**src/rtl/multiplier_5by5_acc.sv**
```systemverilog
// Serial 5x5 multiply-accumulate, P = Q*D + R, unsigned. Rebuilds a 10-by-5 divide's dividend.
// Optional MUL_RANGE_CHECK_EN: flag operands a divider could not produce (R >= D).
module multiplier_5by5_acc (
   input  logic       clk,
   input  logic       rst,
   input  logic       start,
   input  logic [4:0] dataIN,
   output logic [4:0] dataOUT,
   output logic       done,
   output logic       busy,
   output logic       err
);

   typedef enum logic [2:0] {IDLE, LD_D, LD_R, MUL, OUT_HI, OUT_LO} state_t;

   state_t     state;
   logic [4:0] qReg;
   logic [4:0] dReg;
   logic [4:0] rReg;
   logic [9:0] acc;
   logic [2:0] iter;
   logic [9:0] accStep;
   logic       rangeErr;

   // One shift-add step; the last step's result feeds dataOUT directly so OUT_HI is registered.
   always_comb begin
      accStep = acc;
      if (qReg[iter])
         accStep = acc + ({5'b0, dReg} << iter);
   end

`ifdef MUL_RANGE_CHECK_EN
   assign rangeErr = (rReg >= dReg);
`else
   assign rangeErr = 1'b0;
`endif

   always_ff @(posedge clk) begin
      if (rst) begin
         state   <= IDLE;
         qReg    <= '0;
         dReg    <= '0;
         rReg    <= '0;
         acc     <= '0;
         iter    <= '0;
         dataOUT <= '0;
         done    <= 1'b0;
         busy    <= 1'b0;
         err     <= 1'b0;
      end else begin
         dataOUT <= '0;
         done    <= 1'b0;
         err     <= 1'b0;
         case (state)
            IDLE: begin
               if (start) begin
                  qReg  <= dataIN;
                  busy  <= 1'b1;
                  state <= LD_D;
               end
            end
            LD_D: begin
               dReg  <= dataIN;
               state <= LD_R;
            end
            LD_R: begin
               rReg  <= dataIN;
               acc   <= {5'b0, dataIN};
               iter  <= '0;
               state <= MUL;
            end
            MUL: begin
               acc <= accStep;
               if (iter == 3'd4) begin
                  dataOUT <= accStep[9:5];
                  done    <= 1'b1;
                  err     <= rangeErr;
                  state   <= OUT_HI;
               end else begin
                  iter <= iter + 3'd1;
               end
            end
            OUT_HI: begin
               dataOUT <= acc[4:0];
               done    <= 1'b1;
               err     <= rangeErr;
               state   <= OUT_LO;
            end
            OUT_LO: begin
               busy  <= 1'b0;
               state <= IDLE;
            end
            default: begin
               busy  <= 1'b0;
               state <= IDLE;
            end
         endcase
      end
   end

endmodule

```
**config.mk**
```make
export PLATFORM = sky130hd
export DESIGN_NAME = multiplier_5by5_acc
export DESIGN_NICKNAME = d
export VERILOG_FILES = /design/src/rtl/multiplier_5by5_acc.sv
export SDC_FILE = /design/constraint.sdc
export NUM_CORES = 1
export LEC_CHECK = 0
export CORE_ASPECT_RATIO = 0.7
export CORE_MARGIN = 1
export CORE_UTILIZATION = 52
export DETAILED_ROUTE_END_ITERATION = 6
export PLACE_DENSITY = 0.73
export SYNTH_ARGS = -nofsm -noshare
export SYNTH_HDL_FRONTEND = slang
export SYNTH_SLANG_ARGS = --single-unit
```
**constraint.sdc**
```tcl
create_clock -name clk -period 2.55 [get_ports clk]
set_input_delay 0.255 -clock clk [delete_from_list [all_inputs] [get_ports clk]]
set_output_delay 0.255 -clock clk [all_outputs]
set_load 0.05 [all_outputs]
```
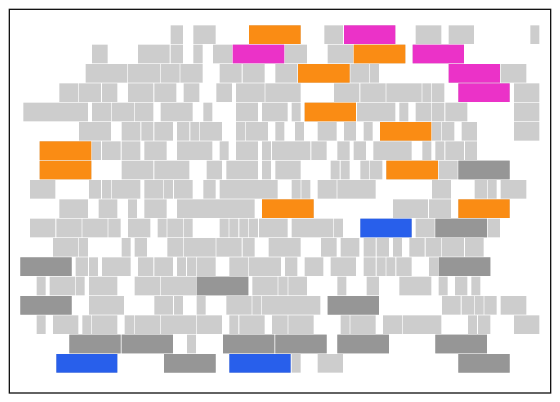
(images/registers.png)
Other sequential cells in the stronger grey, the rest of the logic in the fainter grey.
| colour | name in the netlist | sequential cells |
|---|---|---|
| orange | `acc` | 10 |
| blue | `iter` | 3 |
| magenta | `dataOUT` | 5 |
footprint of the flip-flops and latches: 668.1 um2
Sequential Power: 561 uW
Final Core Density: 68.45%
Seq area share: 27.26%

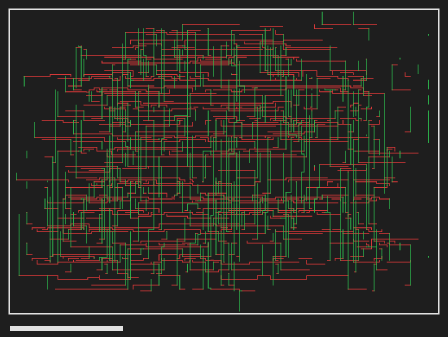
(images/metal_stack.png)
Scale bar: 20 um. Only two layers are drawn.
| colour | layer | wire length |
|---|---|---|
| green | met2 | 1,870 um |
| red | met1 | 2,410 um |
global-route usage over all layers: 24.32%
total number of vias: 1,744
average wire length per cell after detail routing: 15.15 um

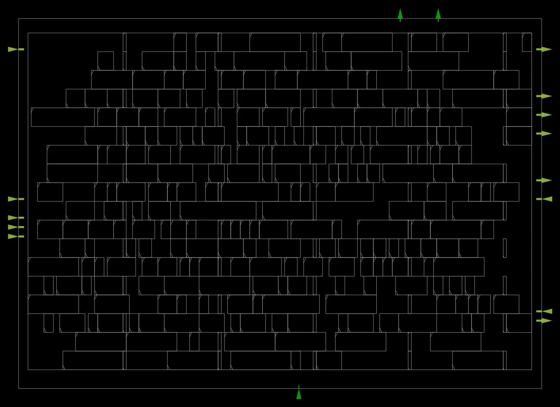
(images/final_placement.png)
FF+latch count: 33
Layout Cells excl Fill: 308
core outline area: 3581 um2
Well-Tap Cells: 50
Std-Cell Rows: 18

==> results.json <==
{
  "synth.area.top_cells": "sky130_fd_sc_hd__dfxtp_1, sky130_fd_sc_hd__mux2i_1, sky130_fd_sc_hd__ha_1",
  "hold_path_end": "qReg[3]$_SDFFE_PP0P_",
  "m1WireLength_um": 2414,
  "die_area_um2": 4086,
  "mappedNetlistArea_um2": 1992,
  "port_buffers": 14,
  "critPathCaptureType": "register",
  "cts_setup_buffers": 0,
  "grt_met3_usage_pct": 6.610,
  "finish.net_count": 277,
  "power_uw": 1260,
  "routabilityCongestion": 0.8226,
  "ys_area_um2": 1992,
  "synth_flop_count": 33,
  "timing.critical_path.from": "iter[1]$_SDFFE_PP0P_",
  "groute.layer.met2.usage_pct": 32.73,
  "nNonClkInverters": 7,
  "synth_compound_gate_area_share_pct": 20.79,
  "maximum_operating_frequency_mhz": 413.1,
  "num_io_pins": 16,
  "clock_insertion_delay_worst_skew_ns": 0.29,
  "crit_type": "register to register",
  "synth.logic.top_family": "AND-OR/OR-AND gates",
  "regToRegSetupSlack_ns": 0.13,
  "layout_top_cells_excl_fill_tap": "sky130_fd_sc_hd__nor2_1, sky130_fd_sc_hd__dfxtp_1, sky130_fd_sc_hd__nand2_1",
  "routed_via_density": 5.662,
  "netlist.area_leader.share_pct": 33.17,
  "cts.repair.resized": 2,
  "openroad.warnings": 27,
  "drv_slew": 0,
  "hpwl_um": 3483,
  "grt_busiest_layer": "met1",
  "worst_pin_slew_ns": 0.6152,
  "area_added_between_synthesis_and_finish_pct": 23.05,
  "non_clock_buffer_count": 31,
  "mux_share_pct": 11.43,
  "n_antenna_cell": 0,
  "timing.hold.worst.start": "qReg[3]$_SDFFE_PP0P_",
  "power.density_nw_per_um2": 514.1,
  "clk_path_buf_depth": 2,
  "worst_vdd_rail_ir_drop_uv": 282.9,
  "worst_setup_path_start_kind": "register",
  "delay_contributed_by_the_slowest_stage_of_the_critical_path_ns": 0.38,
  "crit_cells": 10,
  "cp-endpoint": "acc[8]$_SDFFE_PP0P_",
  "grtUsageMet1_pct": 37.67,
  "crit-reg2reg-capture": "acc[8]$_SDFFE_PP0P_",
  "hold_path_class": "register to register",
  "synth_async_sr_flop_share_pct": 0,
  "worst_case_headroom_to_the_max_slew_limit_pct": 58.80,
  "biggestCellCategory": "multi-input combinational cells",
  "yosysUniqueCellTypes": 51,
  "finalSetupViolations": 0,
  "nClkBuffers": 7,
  "maxUsedRoutingLayer": "met3",
  "synth-xor-area-share_pct": 3.078,
  "comb-cell-share_pct": 53.45,
  "post_detailed_route_count_of_antenna_violating_nets": 0,
  "run_status": "completed",
  "yosys_warnings": 0,
  "floorplan.die.width_um": 75.98,
  "placedInstanceArea_um2": 2275,
  "top_cell": "sky130_fd_sc_hd__nor2_1",
  "netlist.top_cell.by_area": "sky130_fd_sc_hd__dfxtp_1",
  "max_cap_viol_count": 0,
  "post_layout_minimum_cycle_time_ns": 2.421,
  "clock_area_share_pct": 4.747,
  "critical_path.cell_chain": "mux2_2 > nand2_1 > o21ai_0 > mux2_2 > ha_4 > buf_4 > a311o_1 > a21oi_2 > xnor2_1 > a22o_1",
  "post_cts_hold_buffer_count": 0,
  "numCtsBuffers": 5,
  "worst_r2r_path_depth": 10,
  "numPlacedInstances": 300,
  "comb_cells": 179,
  "clock-sinks": 33,
  "path_common_cell": "sky130_fd_sc_hd__mux2_2",
  "top_cell_types_by_occurrence_after_synthesis": "sky130_fd_sc_hd__nor2_1, sky130_fd_sc_hd__dfxtp_1, sky130_fd_sc_hd__nand2_1"
}
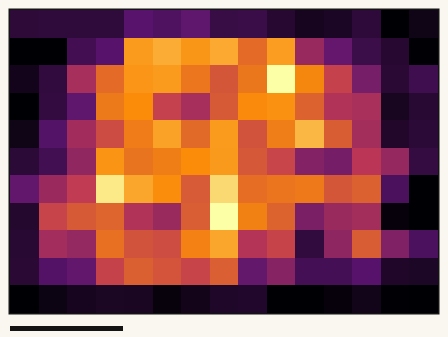
(images/wire_density.png)
Scale bar: 20 um. 15 x 11 tiles, from black (low) to pale yellow (high), scaled to the fullest tile. Values are wire area over tile area, all layers added.
mean over tiles: 0.18
emptiest ninth of the die: lower right
fullest tile: 0.47
tiles over half the peak: 41%
Final Routed Wirelength: 4667 um

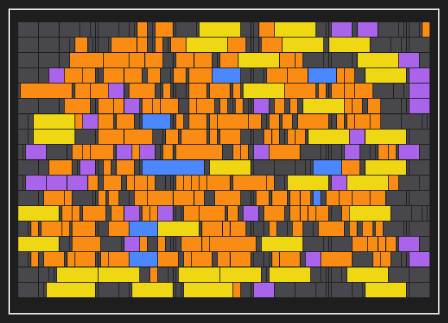
(images/cell_classes.png)
Fill, decap, tap and diode cells in grey.
| colour | class | cells |
|---|---|---|
| orange | all other logic | 186 |
| yellow | flip-flops | 33 |
| blue | clock drivers and dummy loads | 8 |
| purple | other buffers and delay cells | 31 |
post-route standard cell area excluding fillers: 2451 um2

stage by stage:
stage / setup slack (ns) / TNS, ns / hold WS, ns
floorplan: 0.001290 / 0 / 0.4018
global placement: 0.01263 / 0 / 0.4779
detailed placement: -0.03914 / -0.03914 / 0.4796
CTS: 0.01220 / 0 / 0.4975
global route: -0.02271 / -0.03411 / 0.5263
finish: 0.1290 / 0 / 0.4990
cells by family (layout without fill, tap and decap cells):
| family | Yosys count | after routing |
|---|---|---|
| simple gates | 80 | 80 |
| compound gates | 58 | 58 |
| flops | 33 | 33 |
| mux | 21 | 21 |
| buf+inv | 19 | 46 |
| fa+ha+maj | 12 | 12 |
| xor+xnor | 7 | 7 |
| other cells | 1 | 1 |
power breakdown:
part           switching [uW]  internal, uW
clock                     194           318
sequential               26.0           535
combinational            97.8          88.4
Power is estimated from default activity; no workload was simulated.
